Fig. 1: run 1, signal metal coverage by tile
24 x 15 tiles, from dark blue (low) to red (high), scaled to the fullest tile. Values are wire area over tile area, all layers added.
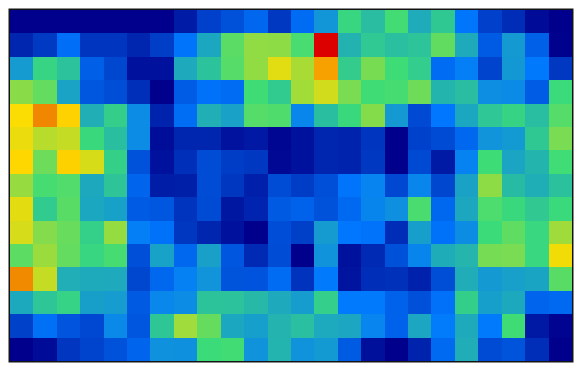
Fig. 2: run 1, cells by drive strength
The bar under the picture is 50 um long.
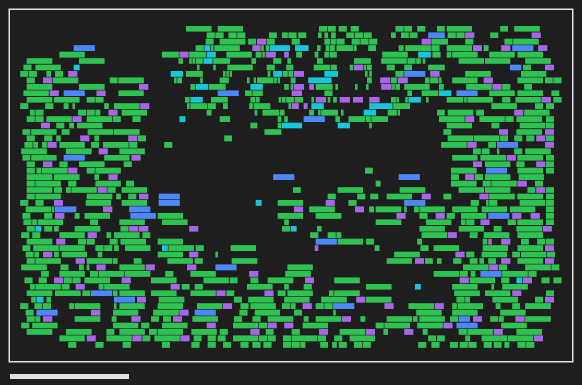
Fig. 3: run 1, clock wires, drivers and flops
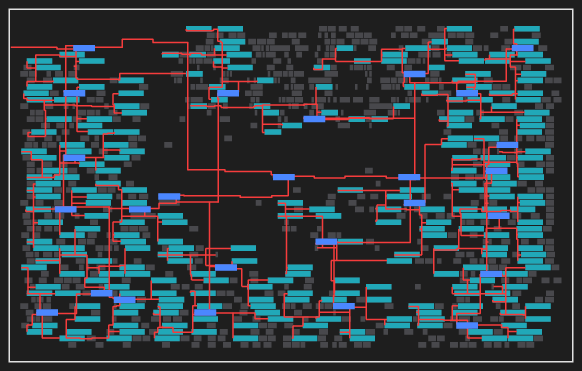
Fig. 4: run 1, cell placement
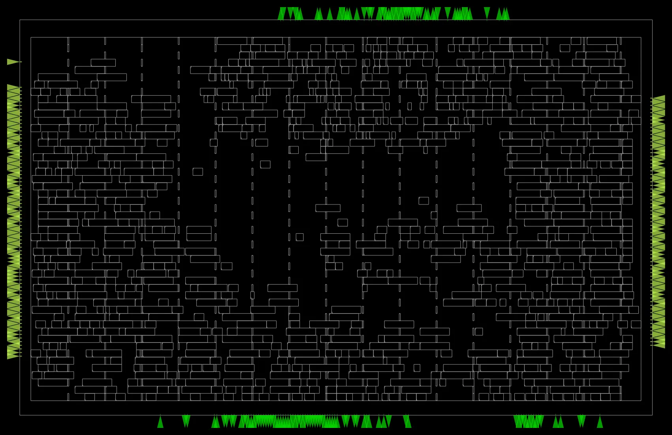
**config.mk**
```make
export PLATFORM = sky130hd
export DESIGN_NAME = e203_exu_disp_buf_flat
export DESIGN_NICKNAME = d
export VERILOG_FILES = /design/src/rtl/e203_disp_pkg.sv /design/src/rtl/e203_exu_disp_buf_if.sv /design/src/rtl/e203_disp_fifo.sv /design/src/rtl/e203_exu_disp_buf.sv /design/src/flat_wrapper.sv
export SDC_FILE = /design/constraint.sdc
export NUM_CORES = 1
export LEC_CHECK = 0
export CAP_MARGIN = 30
export CELL_PAD_IN_SITES_DETAIL_PLACEMENT = 0
export CELL_PAD_IN_SITES_GLOBAL_PLACEMENT = 2
export CORE_AREA = 4 4 233 144
export CTS_CLUSTER_SIZE = 14
export DETAILED_ROUTE_END_ITERATION = 10
export DIE_AREA = 0 0 237 148
export HOLD_SLACK_MARGIN = 0.1
export PLACE_DENSITY = 0.84
export SLEW_MARGIN = 20
export SYNTH_ARGS = -nofsm -noshare
export SYNTH_HDL_FRONTEND = slang
export SYNTH_SLANG_ARGS = --single-unit
```
**constraint.sdc**
```tcl
create_clock -name clk -period 8.9 [get_ports clk]
set_input_delay 1.335 -clock clk [delete_from_list [all_inputs] [get_ports clk]]
set_output_delay 1.335 -clock clk [all_outputs]
set_load 0.03 [all_outputs]
```
**src/rtl/e203_disp_pkg.sv**
```systemverilog
// Shared constants for the EXU dispatch buffer: decode group codes, FSM state
// encoding and default parameter values.
package e203_disp_pkg;

  localparam int XLEN_DEF    = 32;
  localparam int DEPTH_DEF   = 2;
  localparam int ITAG_W_DEF  = 1;
  localparam int RFIDX_W_DEF = 5;

  localparam logic [2:0] GRP_ALU = 3'd0;
  localparam logic [2:0] GRP_BJP = 3'd1;
  localparam logic [2:0] GRP_AGU = 3'd2;
  localparam logic [2:0] GRP_CSR = 3'd3;

  typedef enum logic [1:0] {
    ST_RUN   = 2'd0,
    ST_DRAIN = 2'd1,
    ST_HPEND = 2'd2,
    ST_HALT  = 2'd3
  } disp_state_e;

  // CSR accesses and fences must see an idle OITF before they issue.
  function automatic logic is_serial(input logic [2:0] grp, input logic fence);
    return (grp == GRP_CSR) || ((grp == GRP_BJP) && fence);
  endfunction

endpackage

```
**src/rtl/e203_exu_disp_buf_if.sv**
```systemverilog
// Decoded-instruction push side and ALU issue side of the dispatch buffer.
interface e203_exu_disp_buf_if
  import e203_disp_pkg::*;
#(
  parameter int XLEN    = XLEN_DEF,
  parameter int RFIDX_W = RFIDX_W_DEF,
  parameter int ITAG_W  = ITAG_W_DEF
);
  logic               i_valid;
  logic               i_ready;
  logic               i_rs1en;
  logic               i_rs2en;
  logic               i_rdwen;
  logic               i_rs1x0;
  logic               i_rs2x0;
  logic [RFIDX_W-1:0] i_rs1idx;
  logic [RFIDX_W-1:0] i_rs2idx;
  logic [RFIDX_W-1:0] i_rdidx;
  logic [XLEN-1:0]    i_rs1;
  logic [XLEN-1:0]    i_rs2;
  logic [XLEN-1:0]    i_pc;
  logic [2:0]         i_grp;
  logic               i_fence;

  logic               o_valid;
  logic               o_ready;
  logic               o_longpipe;
  logic [XLEN-1:0]    o_rs1;
  logic [XLEN-1:0]    o_rs2;
  logic [XLEN-1:0]    o_pc;
  logic [RFIDX_W-1:0] o_rdidx;
  logic               o_rdwen;
  logic [2:0]         o_grp;
  logic [ITAG_W-1:0]  o_itag;

  modport master (
    output i_valid, i_rs1en, i_rs2en, i_rdwen, i_rs1x0, i_rs2x0,
           i_rs1idx, i_rs2idx, i_rdidx, i_rs1, i_rs2, i_pc, i_grp, i_fence,
    input  i_ready,
    input  o_valid, o_rs1, o_rs2, o_pc, o_rdidx, o_rdwen, o_grp, o_itag,
    output o_ready, o_longpipe
  );

  modport slave (
    input  i_valid, i_rs1en, i_rs2en, i_rdwen, i_rs1x0, i_rs2x0,
           i_rs1idx, i_rs2idx, i_rdidx, i_rs1, i_rs2, i_pc, i_grp, i_fence,
    output i_ready,
    output o_valid, o_rs1, o_rs2, o_pc, o_rdidx, o_rdwen, o_grp, o_itag,
    input  o_ready, o_longpipe
  );
endinterface

```
**src/rtl/e203_disp_fifo.sv**
```systemverilog
// Flat-word FIFO with wrap-around pointers; head word is read combinationally.
module e203_disp_fifo
  import e203_disp_pkg::*;
#(
  parameter int WIDTH = 8,
  parameter int DEPTH = DEPTH_DEF
) (
  input  logic             clk,
  input  logic             rst,
  input  logic             push,
  input  logic             pop,
  input  logic [WIDTH-1:0] wdata,
  output logic [WIDTH-1:0] rdata,
  output logic             empty,
  output logic             full
);
  localparam int AW = $clog2(DEPTH);
  localparam logic [AW:0] FULL_CNT = (AW+1)'(DEPTH);

  logic [WIDTH-1:0] mem [DEPTH];
  logic [AW-1:0]    wptr;
  logic [AW-1:0]    rptr;
  logic [AW:0]      count;

  // DEPTH is a power of two, so the pointers wrap by plain overflow.
  always_ff @(posedge clk) begin
    if (rst) begin
      wptr  <= '0;
      rptr  <= '0;
      count <= '0;
    end else begin
      if (push) wptr <= wptr + AW'(1);
      if (pop)  rptr <= rptr + AW'(1);
      case ({push, pop})
        2'b10:   count <= count + (AW+1)'(1);
        2'b01:   count <= count - (AW+1)'(1);
        default: count <= count;
      endcase
    end
  end

  always_ff @(posedge clk) begin
    if (push) mem[wptr] <= wdata;
  end

  assign rdata = mem[rptr];
  assign empty = (count == '0);
  assign full  = (count == FULL_CNT);
endmodule

```
**src/rtl/e203_exu_disp_buf.sv**
```systemverilog
// Dispatch buffer between decode and ALU issue: FIFO of decoded instructions,
// OITF-aware issue qualification, WFI halt handshake and a stall counter.
module e203_exu_disp_buf
  import e203_disp_pkg::*;
#(
  parameter int XLEN    = XLEN_DEF,
  parameter int DEPTH   = DEPTH_DEF,
  parameter int ITAG_W  = ITAG_W_DEF,
  parameter int RFIDX_W = RFIDX_W_DEF
) (
  input  logic               clk,
  input  logic               rst,
  e203_exu_disp_buf_if.slave bus,
  output logic               h_rs1en,
  output logic               h_rs2en,
  output logic               h_rdwen,
  output logic [RFIDX_W-1:0] h_rs1idx,
  output logic [RFIDX_W-1:0] h_rs2idx,
  output logic [RFIDX_W-1:0] h_rdidx,
  input  logic               dep,
  input  logic               oitf_empty,
  input  logic               oitf_ready,
  input  logic [ITAG_W-1:0]  oitf_ptr,
  output logic               oitf_ena,
  input  logic               wfi_halt_req,
  output logic               wfi_halt_ack,
  input  logic               amo_wait,
  output logic [15:0]        stall_cnt
);
  localparam int EW = 3*XLEN + 3*RFIDX_W + 7;

  logic [EW-1:0]   wdata;
  logic [EW-1:0]   rdata;
  logic            empty;
  logic            full;
  logic            push;
  logic            pop;
  logic [XLEN-1:0] rs1_w;
  logic [XLEN-1:0] rs2_w;
  logic [XLEN-1:0] head_rs1;
  logic [XLEN-1:0] head_rs2;
  logic [XLEN-1:0] head_pc;
  logic [2:0]      head_grp;
  logic            head_fence;
  logic            head_serial;
  logic            head_longp;
  disp_state_e     state;
  disp_state_e     state_nxt;

  // x0 sources are stored as zero so the ALU never sees stale operand data.
  assign rs1_w = bus.i_rs1x0 ? '0 : bus.i_rs1;
  assign rs2_w = bus.i_rs2x0 ? '0 : bus.i_rs2;
  assign wdata = {bus.i_rs1en, bus.i_rs2en, bus.i_rdwen, bus.i_rs1idx,
                  bus.i_rs2idx, bus.i_rdidx, rs1_w, rs2_w, bus.i_pc,
                  bus.i_grp, bus.i_fence};

  e203_disp_fifo #(.WIDTH(EW), .DEPTH(DEPTH)) u_fifo (
    .clk   (clk),
    .rst   (rst),
    .push  (push),
    .pop   (pop),
    .wdata (wdata),
    .rdata (rdata),
    .empty (empty),
    .full  (full)
  );

  assign {h_rs1en, h_rs2en, h_rdwen, h_rs1idx, h_rs2idx, h_rdidx,
          head_rs1, head_rs2, head_pc, head_grp, head_fence} = rdata;

  assign head_serial = !empty && is_serial(head_grp, head_fence);
  assign head_longp  = !empty && (head_grp == GRP_AGU);

  assign bus.i_ready = !full;
  assign bus.o_valid = !empty && (state == ST_RUN) && !dep &&
                       !(head_serial && !oitf_empty) &&
                       !(head_longp && !oitf_ready);
  assign bus.o_rs1   = head_rs1;
  assign bus.o_rs2   = head_rs2;
  assign bus.o_pc    = head_pc;
  assign bus.o_rdidx = h_rdidx;
  assign bus.o_rdwen = h_rdwen;
  assign bus.o_grp   = head_grp;
  assign bus.o_itag  = oitf_ptr;

  assign push     = bus.i_valid && bus.i_ready;
  assign pop      = bus.o_valid && bus.o_ready;
  assign oitf_ena = pop && bus.o_longpipe;

  always_ff @(posedge clk) begin
    if (rst) begin
      state        <= ST_RUN;
      wfi_halt_ack <= 1'b0;
    end else begin
      state        <= state_nxt;
      wfi_halt_ack <= (state_nxt == ST_HALT);
    end
  end

  // A pending WFI request outranks draining for a serialising head.
  always_comb begin
    state_nxt = state;
    case (state)
      ST_RUN: begin
        if (wfi_halt_req && !pop)            state_nxt = ST_HPEND;
        else if (head_serial && !oitf_empty) state_nxt = ST_DRAIN;
      end
      ST_DRAIN: begin
        if (wfi_halt_req)    state_nxt = ST_HPEND;
        else if (oitf_empty) state_nxt = ST_RUN;
      end
      ST_HPEND: begin
        if (!wfi_halt_req)                 state_nxt = ST_RUN;
        else if (oitf_empty && !amo_wait)  state_nxt = ST_HALT;
      end
      ST_HALT: begin
        if (!wfi_halt_req) state_nxt = ST_RUN;
      end
      default: state_nxt = ST_RUN;
    endcase
  end

  always_ff @(posedge clk) begin
    if (rst)
      stall_cnt <= '0;
    else if (!empty && !pop && (stall_cnt != 16'hFFFF))
      stall_cnt <= stall_cnt + 16'd1;
  end
endmodule

```
**src/flat_wrapper.sv**
```systemverilog
// flat-port wrapper written by rule: the top's interface ports become plain ports
module e203_exu_disp_buf_flat import e203_disp_pkg::*;
#(
  parameter int XLEN    = XLEN_DEF,
  parameter int DEPTH   = DEPTH_DEF,
  parameter int ITAG_W  = ITAG_W_DEF,
  parameter int RFIDX_W = RFIDX_W_DEF
)
  (clk, rst, h_rs1en, h_rs2en, h_rdwen, h_rs1idx, h_rs2idx, h_rdidx, dep, oitf_empty, oitf_ready, oitf_ptr, oitf_ena, wfi_halt_req, wfi_halt_ack, amo_wait, stall_cnt, bus_i_valid, bus_i_rs1en, bus_i_rs2en, bus_i_rdwen, bus_i_rs1x0, bus_i_rs2x0, bus_i_rs1idx, bus_i_rs2idx, bus_i_rdidx, bus_i_rs1, bus_i_rs2, bus_i_pc, bus_i_grp, bus_i_fence, bus_i_ready, bus_o_valid, bus_o_rs1, bus_o_rs2, bus_o_pc, bus_o_rdidx, bus_o_rdwen, bus_o_grp, bus_o_itag, bus_o_ready, bus_o_longpipe);
  e203_exu_disp_buf_if #(.XLEN(XLEN), .RFIDX_W(RFIDX_W), .ITAG_W(ITAG_W)) bus_i ();
  input  logic clk;
  input  logic rst;
  output logic h_rs1en;
  output logic h_rs2en;
  output logic h_rdwen;
  output logic [RFIDX_W-1:0] h_rs1idx;
  output logic [RFIDX_W-1:0] h_rs2idx;
  output logic [RFIDX_W-1:0] h_rdidx;
  input  logic dep;
  input  logic oitf_empty;
  input  logic oitf_ready;
  input  logic [ITAG_W-1:0] oitf_ptr;
  output logic oitf_ena;
  input  logic wfi_halt_req;
  output logic wfi_halt_ack;
  input  logic amo_wait;
  output logic [15:0] stall_cnt;
  input wire logic [$bits(bus_i.i_valid)-1:0] bus_i_valid;
  input wire logic [$bits(bus_i.i_rs1en)-1:0] bus_i_rs1en;
  input wire logic [$bits(bus_i.i_rs2en)-1:0] bus_i_rs2en;
  input wire logic [$bits(bus_i.i_rdwen)-1:0] bus_i_rdwen;
  input wire logic [$bits(bus_i.i_rs1x0)-1:0] bus_i_rs1x0;
  input wire logic [$bits(bus_i.i_rs2x0)-1:0] bus_i_rs2x0;
  input wire logic [$bits(bus_i.i_rs1idx)-1:0] bus_i_rs1idx;
  input wire logic [$bits(bus_i.i_rs2idx)-1:0] bus_i_rs2idx;
  input wire logic [$bits(bus_i.i_rdidx)-1:0] bus_i_rdidx;
  input wire logic [$bits(bus_i.i_rs1)-1:0] bus_i_rs1;
  input wire logic [$bits(bus_i.i_rs2)-1:0] bus_i_rs2;
  input wire logic [$bits(bus_i.i_pc)-1:0] bus_i_pc;
  input wire logic [$bits(bus_i.i_grp)-1:0] bus_i_grp;
  input wire logic [$bits(bus_i.i_fence)-1:0] bus_i_fence;
  output wire logic [$bits(bus_i.i_ready)-1:0] bus_i_ready;
  output wire logic [$bits(bus_i.o_valid)-1:0] bus_o_valid;
  output wire logic [$bits(bus_i.o_rs1)-1:0] bus_o_rs1;
  output wire logic [$bits(bus_i.o_rs2)-1:0] bus_o_rs2;
  output wire logic [$bits(bus_i.o_pc)-1:0] bus_o_pc;
  output wire logic [$bits(bus_i.o_rdidx)-1:0] bus_o_rdidx;
  output wire logic [$bits(bus_i.o_rdwen)-1:0] bus_o_rdwen;
  output wire logic [$bits(bus_i.o_grp)-1:0] bus_o_grp;
  output wire logic [$bits(bus_i.o_itag)-1:0] bus_o_itag;
  input wire logic [$bits(bus_i.o_ready)-1:0] bus_o_ready;
  input wire logic [$bits(bus_i.o_longpipe)-1:0] bus_o_longpipe;
  assign bus_i.i_valid = bus_i_valid;
  assign bus_i.i_rs1en = bus_i_rs1en;
  assign bus_i.i_rs2en = bus_i_rs2en;
  assign bus_i.i_rdwen = bus_i_rdwen;
  assign bus_i.i_rs1x0 = bus_i_rs1x0;
  assign bus_i.i_rs2x0 = bus_i_rs2x0;
  assign bus_i.i_rs1idx = bus_i_rs1idx;
  assign bus_i.i_rs2idx = bus_i_rs2idx;
  assign bus_i.i_rdidx = bus_i_rdidx;
  assign bus_i.i_rs1 = bus_i_rs1;
  assign bus_i.i_rs2 = bus_i_rs2;
  assign bus_i.i_pc = bus_i_pc;
  assign bus_i.i_grp = bus_i_grp;
  assign bus_i.i_fence = bus_i_fence;
  assign bus_i_ready = bus_i.i_ready;
  assign bus_o_valid = bus_i.o_valid;
  assign bus_o_rs1 = bus_i.o_rs1;
  assign bus_o_rs2 = bus_i.o_rs2;
  assign bus_o_pc = bus_i.o_pc;
  assign bus_o_rdidx = bus_i.o_rdidx;
  assign bus_o_rdwen = bus_i.o_rdwen;
  assign bus_o_grp = bus_i.o_grp;
  assign bus_o_itag = bus_i.o_itag;
  assign bus_i.o_ready = bus_o_ready;
  assign bus_i.o_longpipe = bus_o_longpipe;
  e203_exu_disp_buf #(.XLEN(XLEN), .DEPTH(DEPTH), .ITAG_W(ITAG_W), .RFIDX_W(RFIDX_W)) u_core (.clk(clk), .rst(rst), .bus(bus_i), .h_rs1en(h_rs1en), .h_rs2en(h_rs2en), .h_rdwen(h_rdwen), .h_rs1idx(h_rs1idx), .h_rs2idx(h_rs2idx), .h_rdidx(h_rdidx), .dep(dep), .oitf_empty(oitf_empty), .oitf_ready(oitf_ready), .oitf_ptr(oitf_ptr), .oitf_ena(oitf_ena), .wfi_halt_req(wfi_halt_req), .wfi_halt_ack(wfi_halt_ack), .amo_wait(amo_wait), .stall_cnt(stall_cnt));
endmodule
```
==> metrics.cfg, run 1 <==
[die]
die-width_um=237
fp_util=0.3381
die_area_um2=35080
dieHeight_um=148
io_pins=275

[grt]
grt_use_total=0.1396
antenna_found_initial=1
grt_max_degree=65
grt_pass1_vias=6188
grt_overflow=0
grt_pass1_wl_um=38010

[detailed_routing]
wl_um=25350
drc=0
drtIter0Drc=342
vias_per_cell=4.552
postRouteAntennaNets=0
drtPass1Iterations=7

[min_path]
min_from=u_core.u_fifo.rptr
hold_path_depth=2
holdCritPathClass=flop to flop

[layout]
drive_gt1_frac=0.2163
area_growth_pct=37.74
fin_util=0.4657
num-nets-final=1020

[setup_path]
worstSetupEndpointType=primary output
regToRegEndpoint=u_core.u_fifo.count[1]
critPathLaunchType=input pin
required_ns=7.57
crit_arrival_ns=3.68
reg2reg_setup_slack_ns=6.00
path_class=input pin to primary output
crit_fanout=17
ff2ff_path_depth=7

[synthesis]
syn-cell-area_um2=10510
synth-main-ff-cell=edfxtp_1
top_area_cell=edfxtp_1
ys_types=48
ys_warn_count=0
synth_cells=612
synth_chip_area_um2=10510
fp_nets=745
yosys.area.top_type_share=0.6741
most_common_cell=edfxtp_1
common_cells=edfxtp_1 (236), mux2_2 (118), nor2b_1 (76)
edf_count=236
synthArstFlopShare=0
top_cells_by_area=edfxtp_1 (67%), mux2_2 (13%), dfxtp_1 (4.6%)
ys_ff=260
ys_seq_frac=0.7198
synth_stat.cells=612
syn_avg_cell_area_um2=17.18

[power_and_ir_drop]
p_clk_mw=1.05
ir_drop_uv=142.8
internal_power_mw=2.382
combPwrFrac=0.217
p_sw_mw=0.8861
power-top-group=registers
powerComb_mw=0.709
powerSeq_mw=1.51
power_density_nw_per_um2=225.7
leakagePower_nw=4.838
p_clk_frac=0.320
swShare=0.2711
seqPwrFrac=0.463

[clock_network]
cts_tree=yes
htree_num_levels=1
cts_resized=0
post_cts_buffers=0
cts_sinks=260
cts_inserted_buffers=26
ctsHoldBuffers=0
insertion_delay_ns=0.53
ctsLongestPathBuffers=3
cts_root_buf=clkbuf_16
cts.clk_slew.worst_paths_ns=0.06

[job]
max_cap_viol_count=0
warnings=26

[final_timing]
period_used_share=0.5630
timing.hold.ws_ns=0.5054
finalSetupViolCount=0
timing_max_transition_violations_final=0
final_hold_viol_count=0
rsz0062_at_grt=false
relSlewSlack=0.3658
max_freq_mhz=199.6
setup-tns-final_ns=0
layout_min_cycle_time_ns=5.011
skew_ns=0.01027
worst_slew_pin_slew_ns=0.9513

[placed_design]
hpwlAfterDp_um=17110
place.port_buffers=272
gp_congestion=0.7394

[status]
outcome=complete, no violations

About Fig. 1:
- fullest tile: 0.38
- mean over tiles: 0.12
- densest ninth of the die: top middle
- nearly empty tiles: 5.6%
- tiles over half the peak: 19%
Avg WL per Cell: 19.16 um
via count: 6022

About Fig. 2:
- _6 and larger: blue (cells 31; share 3.4%)
- _2 cells: purple (cells 136; share 15%)
- _0 and _1 cells: green (cells 710; share 78%)
- _3 and _4 cells: cyan (cells 29; share 3.2%)

About Fig. 3:
- flip-flops: cyan (count 260)
- clock wires: red (length 3370 um)
- clock drivers: blue (count 26)
- flops lie: spread over the die

About Fig. 4:
sequential share of cell area: 0.5229
# rows: 50
core area: 31090 um^2

[run 1: critical path, cell delays in order]
cell and delay [ns]:
clkdlybuf4s50_1 0.41, nor3_1 0.16, and3_1 0.82, and3_1 0.27
clkdlybuf4s50_1 0.67
[run 1: placed cells by master (no fill, tap or decap), types with 2 or more instances in the layout]
| master | n |
|---|---|
| a2111oi_4 | 2 |
| a211oi_2 | 9 |
| a21oi_1 | 5 |
| and3_1 | 3 |
| buf_4 | 8 |
| clkbuf_1 | 11 |
| clkbuf_16 | 27 |
| clkbuf_8 | 2 |
| clkdlybuf4s50_1 | 272 |
| clkinv_2 | 3 |
| dfxtp_1 | 23 |
| edfxtp_1 | 236 |
| ha_1 | 2 |
| inv_1 | 7 |
| mux2_1 | 2 |
| mux2_2 | 118 |
| mux2_4 | 10 |
| mux2i_1 | 2 |
| nand2_1 | 9 |
| nand2b_1 | 3 |
| nand3_1 | 3 |
| nand4_1 | 2 |
| nor2_1 | 24 |
| nor2b_1 | 76 |
| nor3_1 | 3 |
| nor3b_1 | 2 |
| o21ai_0 | 4 |
| o21ai_4 | 2 |
| or2_2 | 2 |
| or3_1 | 6 |
| xor2_1 | 2 |
[run 1: metrics by stage]
step	cell area [um^2]	instances	setup WS, ns	power [mW]
after global routing	14480	1322	3.796	3.418
after CTS	14480	1322	3.903	3.322
final	14480	1323	3.889	3.268
after global placement	13650	1274	3.924	2.248
after detailed placement	13670	1275	3.911	2.258
after floorplan	10510	612	1.959	1.965
[run 1: worst max-delay path by stage]
| stage | start | endpoint | slack, ns | depth (start not counted) |
|---|---|---|---|---|
| 6_report | dep | oitf_ena | 3.89 | 5 |
| 5_1_grt | dep | oitf_ena | 3.80 | 5 |
| 4_1_cts | dep | oitf_ena | 3.90 | 5 |
| 3_5_place_dp | dep | oitf_ena | 3.91 | 5 |
| 3_3_place_gp | dep | oitf_ena | 3.92 | 5 |
| 2_1_floorplan | bus_i_valid | u_core.u_fifo.mem[0][0] | 1.96 | 2 |
[run 1: sequential cells by signal, indices dropped and copies added (netlist names), named ones only]
signal / count
u_core.u_fifo.mem: 236
u_core.u_fifo.count: 2
u_core.stall_cnt: 16
u_core.wfi_halt_ack: 1
u_core.u_fifo.rptr: 1
u_core.state: 2
u_core.u_fifo.wptr: 1
[run 1: cell type report]
class                      instances  area (um^2)
timing repair buffer             281         2803
fill                            2716        16610
inverter                           7        26.28
multi-input combinational        311         2748
tap                              416        520.5
clock inverter                     7        65.06
clock buffer                      40        744.5
sequential                       260         7571
antenna                            1        2.502
[run 1: metal layers]
metal,vias to the layer above,part of all wire,GRT usage
met1,2939,0.47,0.2017
met3,39,0.092,0.05407
li1,2846,-,-
met4,2,0.020,0.02858
met2,196,0.42,0.2007
met5,-,0.00051,0
[run 1: logic make-up after synthesis]
kind of cell               share of synthesized area
AOI/OAI and AO/OA                            0.02964
xor gates and xnor gates                    0.002500
adders and majority gates                   0.002380
buffers and inverters                        0.02000
DFF                                           0.7198
muxes                                         0.1447
and+or+nand+nor                              0.08093
==> inputs of run 2 (changes only) <==
- clock period: 8.9 -> 4.9 ns (I/O delays scaled with it)
Fig. 5: run 2, cell placement
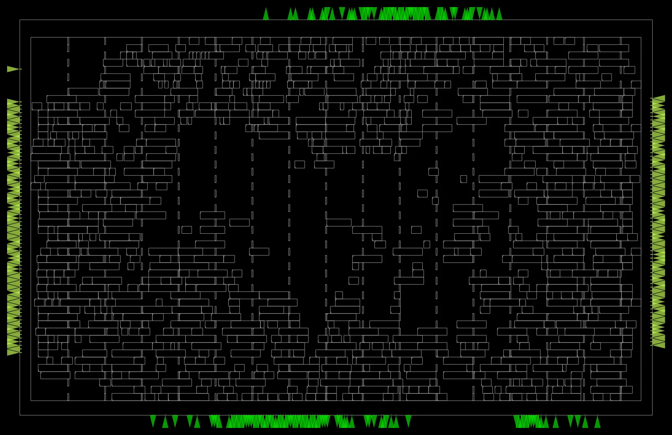
sequential share of cell area: 0.5222
Layout fillers: 2747

==> run 2 against run 1 <==
Compared with the run above: core utilization grew 0.056 points; cell count shrank 0.30%; worst setup slack lost 3.1 ns; first-iteration DRC count decreased by 15%; clock power rose by 82%; count of clock-buffer cells in the layout down 10; area after synthesis unchanged; non-clock buffer count down 1; power grew 82%; via count barely moved; critical endpoint unchanged; largest cell class unchanged.
==> metrics.cfg, run 2 <==
[layout]
lay_top_cells=clkdlybuf4s50_1 (272), edfxtp_1 (236), mux2_2 (118)
instances_no_fill=1319  ; -0.30%
top_register=u_core.u_fifo.mem
area_growth_pct=37.91
largest_reg_flops=236  ; unchanged
final_area_um2=14500  ; +0.12%
mostFrequentLayoutCell=clkdlybuf4s50_1

[final_timing]
setup-tns-final_ns=0  ; unchanged
max_freq_mhz=241.5
timing_max_transition_violations_final=0  ; unchanged
relSlewSlack=0.5014  ; +0.1357
skew_ns=0.008655  ; -0.001612 ns
period_used_share=0.8450
rsz0062_at_grt=false

[status]
outcome=complete, no violations

[clock_network]
ctsHoldBuffers=0  ; unchanged
insertion_delay_ns=0.53  ; about the same
cts_root_buf=clkbuf_16
cts.clk_slew.worst_paths_ns=0.06  ; about the same
cts_tree=yes
ctsLongestPathBuffers=3  ; unchanged
cts_resized=0  ; unchanged
htree_num_levels=1  ; unchanged

[placed_design]
dpl-instance-area_um2=13690  ; +0.13%
place.port_buffers=272  ; unchanged
place_inst=1274  ; -0.078%

[power_and_ir_drop]
power_density_nw_per_um2=410.2  ; +82%
leakagePower_nw=4.837  ; about the same
ir_drop_uv=231.7  ; +62%

[job]
max_cap_viol_count=0  ; unchanged
warnings=26  ; unchanged

[detailed_routing]
drtIter0Drc=292  ; -15%
drc=0  ; unchanged
postRouteAntennaNets=0  ; unchanged
wl_um=25390  ; +0.17%
drtPass1Iterations=4  ; -3
wire_per_inst_um=19.25  ; +0.48%

[synthesis]
ys_warn_count=0  ; unchanged
edf_count=236  ; unchanged
fp_nets=745  ; unchanged
synthArstFlopShare=0  ; unchanged
ys_ff=260  ; unchanged
common_cells=edfxtp_1 (236), mux2_2 (118), nor2b_1 (76)
syn_avg_cell_area_um2=17.18  ; unchanged
top_cells_by_area=edfxtp_1 (67%), mux2_2 (13%), dfxtp_1 (4.6%)
yosys.area.top_type_share=0.6741  ; unchanged
synth-main-ff-cell=edfxtp_1
ys_seq_frac=0.7198  ; unchanged

[setup_path]
critPathMaxStageDelay_ns=0.75  ; -0.07 ns
crit_arrival_ns=3.41  ; -0.27 ns
crit_chain=mux2_2 > nor4b_4 > o21ai_4 > and3_1 > clkdlybuf4s50_1
crit_fanout=43  ; +26
worstSetupEndpointType=primary output
critPathSlowestCell=dfxtp_4

[die]
die_area_um2=35080  ; unchanged
dieHeight_um=148  ; unchanged
design.core.area_um2=31090  ; unchanged
die-width_um=237  ; unchanged
fp_util=0.3381  ; unchanged
num_rows=50  ; unchanged
io_pins=275  ; unchanged

[grt]
grtUsageMet2=0.2078  ; +0.007172
grt_pass1_wl_um=37960  ; -0.13%
grt_use_total=0.1392  ; -0.0004640
antenna_found_initial=0  ; -1
busiest_layer=met2
grt_overflow=0  ; unchanged
grt_util_met1=0.1986  ; -0.003080
grt_max_degree=80  ; +23%

==> run 2: cell types whose count changed in the layout (fill, tap and decap cells not counted), moves of 2 or more <==
cell        delta
clkbuf_8       -2
clkinvlp_4     +2
clkbuf_1       -8
clkinv_1       +5
buf_12         +2
buf_4          -3
==> run 2: cell type report <==
| cell class | count | area (um^2) | area share |
|---|---|---|---|
| Multi-Input combinational cell | 311 | 2748 | 0.1895 |
| Clock buffer | 30 | 686.9 | 0.04738 |
| Timing Repair Buffer | 280 | 2820 | 0.1945 |
| Sequential cell | 260 | 7571 | 0.5222 |
| Clock inverter | 15 | 125.1 | 0.008630 |
| Tap cell | 416 | 520.5 | 0.03590 |
| Inverter | 7 | 26.28 | 0.001812 |
==> run 2: final timing paths <==
kind	start	end	slack (ns)	depth (start not counted)
worst min-delay path	u_core.u_fifo.rptr	flop	0.50	2
worst min register to register	u_core.u_fifo.rptr	flop	0.50	2
worst max-delay path	flop	oitf_ena	0.76	5
worst max register to register	flop	u_core.u_fifo.count[1]	2.25	7
==> run 2: routing by layer <==
layer | routed length, um | vias up
li1 | - | 2845
met1 | 12230 | 2975
met2 | 10890 | 179
met3 | 1969 | 22
met4 | 306 | 0
met5 | 0 | -
==> run 2: stage by stage <==
step           setup WS (ns)  utilization  hold WS, ns
2_1_floorplan         0.4854            -       0.4794
3_3_place_gp           1.133       0.4402       0.4917
3_5_place_dp           1.119       0.4402       0.4915
4_1_cts               0.6994       0.4663       0.5041
5_1_grt               0.6182       0.4663       0.5577
6_report              0.7596       0.4663       0.5023
==> run 2: kinds of logic after synthesis <==
kind of cell	count (synthesis)	share of synthesized area
flip-flops	260	0.7198
AND/OR/NAND/NOR	144	0.08093
multiplexers	132	0.1447
buffers and inverters	41	0.02000
AND-OR/OR-AND	30	0.02964
XOR/XNOR	3	0.002500
adder cells (fa/ha/maj)	2	0.002380
==> run 2: worst max-delay path: cells and delay by family (launching register included) <==
family / cells / cell delay (ns)
and+or+nand+nor: 2 / 0.40
DFF: 1 / 0.75
buffers and inverters: 1 / 0.68
muxes: 1 / 0.42
AOI/OAI and AO/OA: 1 / 0.62
==> run 2: where the power goes <==
| group | leakage [nW] | switching [mW] | internal, mW |
|---|---|---|---|
| Sequential | 2.43 | 0.0681 | 2.68 |
| Combinational | 2.01 | 0.739 | 0.555 |
| Clock | 0.390 | 0.807 | 1.10 |
==> inputs of run 3 (changes only) <==
- clock period: 4.9 -> 4.3 ns (I/O delays scaled with it)
Fig. 6: run 3, cells by drive strength
The bar under the picture is 50 um long.
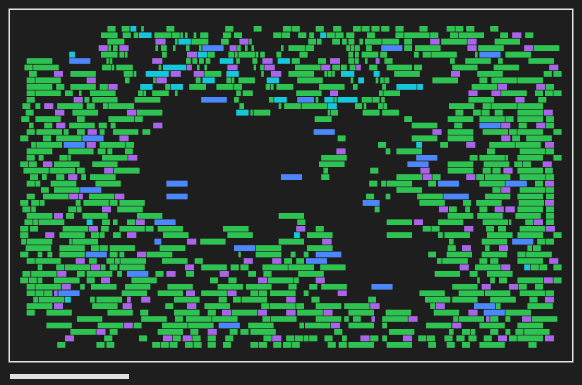
- _2 cells: purple (cells 139; share 15%)
- _6 and larger: blue (cells 33; share 3.6%)
- _0 and _1 cells: green (cells 707; share 78%)
- _3 and _4 cells: cyan (cells 30; share 3.3%)
final instance area: 14550 um^2
synth-to-layout area growth: 38.40%
Non-CTS buffers: 283

==> run 3 against run 2 <==
Compared with the run above: sequential power rose by 14%; critical path type unchanged; via count decreased by 0.83%; cell count up 0.45%; critical path depth is the same; clock power rose by 18%; highest routed layer unchanged; die area is the same; routed wire length down 3.4%; first-iteration DRC count is 13% higher; sequential cell count stayed put; area after synthesis unchanged; combinational power grew about 10%; non-clock buffer count up 3.
==> metrics.cfg, run 3 <==
[layout]
largest_reg_flops=236  ; unchanged
top_register=u_core.u_fifo.mem
n_fill_cell=2758  ; +0.40%
instances_no_fill=1325  ; +0.45%
lay_top_cells=clkdlybuf4s50_1 (272), edfxtp_1 (236), mux2_2 (118)
mostFrequentLayoutCell=clkdlybuf4s50_1

[grt]
grt_max_degree=66  ; -18%
grt_pass1_wl_um=36800  ; -3.0%
antenna_found_initial=0  ; unchanged
grt_overflow=0  ; unchanged
grt_pass1_vias=6095
grt_use_total=0.1349  ; -0.004285

[clock_network]
cts_resized=0  ; unchanged
cts_inserted_buffers=26
htree_num_levels=1  ; unchanged
insertion_delay_ns=0.53  ; about the same
cts.clk_slew.worst_paths_ns=0.07  ; about the same
ctsHoldBuffers=0  ; unchanged
cts_tree=yes

[power_and_ir_drop]
combPwrFrac=0.216  ; -0.002
seqPwrFrac=0.454  ; -0.008
internal_power_mw=5.010  ; +16%
p_clk_frac=0.330  ; +0.009
power_density_nw_per_um2=471.5  ; +15%
ir_drop_uv=267.2  ; +15%
leakagePower_nw=4.876  ; +0.81%
swShare=0.2696  ; -0.001640
p_sw_mw=1.849  ; +15%

[detailed_routing]
wl_um=24530  ; -3.4%
postRouteAntennaNets=0  ; unchanged
drtPass1Iterations=4  ; unchanged
wire_per_inst_um=18.51  ; -3.8%
drc=0  ; unchanged

[synthesis]
ys_sh_aoi=0.02964  ; unchanged
mux_area_frac=0.1447  ; unchanged
top_cells_by_area=edfxtp_1 (67%), mux2_2 (13%), dfxtp_1 (4.6%)
fp_nets=745  ; unchanged
synthArstFlopShare=0  ; unchanged
common_cells=edfxtp_1 (236), mux2_2 (118), nor2b_1 (76)
ys_ff=260  ; unchanged
syn_avg_cell_area_um2=17.18  ; unchanged
xor_share=0.002499  ; unchanged
ys_warn_count=0  ; unchanged
edf_count=236  ; unchanged
synth-simple-area-share=0.08093  ; unchanged
topCombFamilyByArea=multiplexers
synth-main-ff-cell=edfxtp_1

[setup_path]
reg2reg_setup_slack_ns=1.95  ; -0.30 ns
ff2ff_path_depth=8  ; +1
critPathSlowestCell=clkdlybuf4s50_1
regToRegEndpoint=u_core.u_fifo.count[1]
r2r_start=u_core.u_fifo.count[0]
worstSetupEndpointType=primary output
crit_fanout=17  ; -60%
cp_top_family=buffers and inverters
crit_arrival_ns=2.98  ; -0.43 ns

[die]
num_rows=50  ; unchanged
dieHeight_um=148  ; unchanged
io_pins=275  ; unchanged
design.core.area_um2=31090  ; unchanged
die-width_um=237  ; unchanged
die_area_um2=35080  ; unchanged
fp_util=0.3381  ; unchanged

[min_path]
min_from=u_core.u_fifo.rptr
hold_path_depth=2  ; unchanged

[final_timing]
setup-tns-final_ns=0  ; unchanged
relSlewSlack=0.3861  ; -0.1153
period_used_share=0.8426
layout_setup_ws_ns=0.6768  ; -0.08286 ns
rsz0062_at_grt=false
skew_ns=0.008847  ; +0.0001913 ns
timing_max_transition_violations_final=0  ; unchanged
max_freq_mhz=276.0

[status]
outcome=complete, no violations

[job]
warnings=26  ; unchanged

[placed_design]
place.port_buffers=272  ; unchanged
place_inst=1277  ; +0.24%

[run 3: cell types whose count changed in the layout (fill, tap and decap cells not counted), sizes merged]
cell / previous run / this run
clkbuf: 30 / 31
buf: 8 / 11
bufinv: 2 / 3
clkinv: 10 / 11
clkinvlp: 3 / 2
inv: 7 / 8
[run 3: worst max-delay path by stage]
stage	from	end	cells past startpoint	slack, ns
3_5_place_dp	oitf_empty	oitf_ena	6	0.71
2_1_floorplan	u_core.u_fifo.count[0]	u_core.u_fifo.mem[1][0]	2	0.25
5_1_grt	flop	bus_o_valid	5	0.54
6_report	flop	oitf_ena	5	0.68
4_1_cts	flop	oitf_ena	5	0.64
3_3_place_gp	oitf_empty	oitf_ena	6	0.74
[run 3: worst reg2reg max path: stages (launching register included)]
cell     delay, ns
dfxtp_1       0.42
or2_2         0.25
and3_1        0.18
buf_4         0.28
inv_1         0.12
nor2_1        0.23
ha_1          0.31
or3_1         0.37
a21oi_1       0.13
[run 3: power groups by stage]
stage | combinational (mW) | sequential [mW] | clock [mW]
after floorplan | 0.871 | 3.18 | 0
after global placement | 1.50 | 3.16 | 0
after detailed placement | 1.50 | 3.17 | 0
after CTS | 1.51 | 3.12 | 2.34
after global routing | 1.57 | 3.14 | 2.46
final | 1.48 | 3.11 | 2.26
[run 3: logic make-up after synthesis]
family | after synthesis
fa+ha+maj | 2
flops | 260
compound gates | 30
buf+inv | 41
xor+xnor | 3
mux | 132
simple gates | 144
[run 3: routing by layer]
layer,global-route usage,share of wire,vias to the layer above
met1,0.1918,0.47,2905
met2,0.1945,0.42,188
met4,0.02654,0.019,0
met5,0,0,-
met3,0.05668,0.093,27
li1,-,-,2851
[run 3: final cells by class]
class	count	area, um^2	area share
clock buffer	31	690.7	0.04747
clock inverter	17	162.7	0.01118
inverter	7	26.28	0.001806
multi-input combinational	311	2748	0.1889
sequential	260	7571	0.5204
tap	416	520.5	0.03578
timing repair buffer	283	2830	0.1945
[run 3: per-stage QoR]
stage            util  hold WS [ns]  area [um^2]
6_report       0.4679        0.5120        14550
3_5_place_dp   0.4405        0.5001        13700
5_1_grt        0.4679        0.5637        14550
2_1_floorplan       -        0.4794        10520
4_1_cts        0.4679        0.5182        14550
3_3_place_gp   0.4405        0.4896        13700
Power and IR drop assume default switching activity.
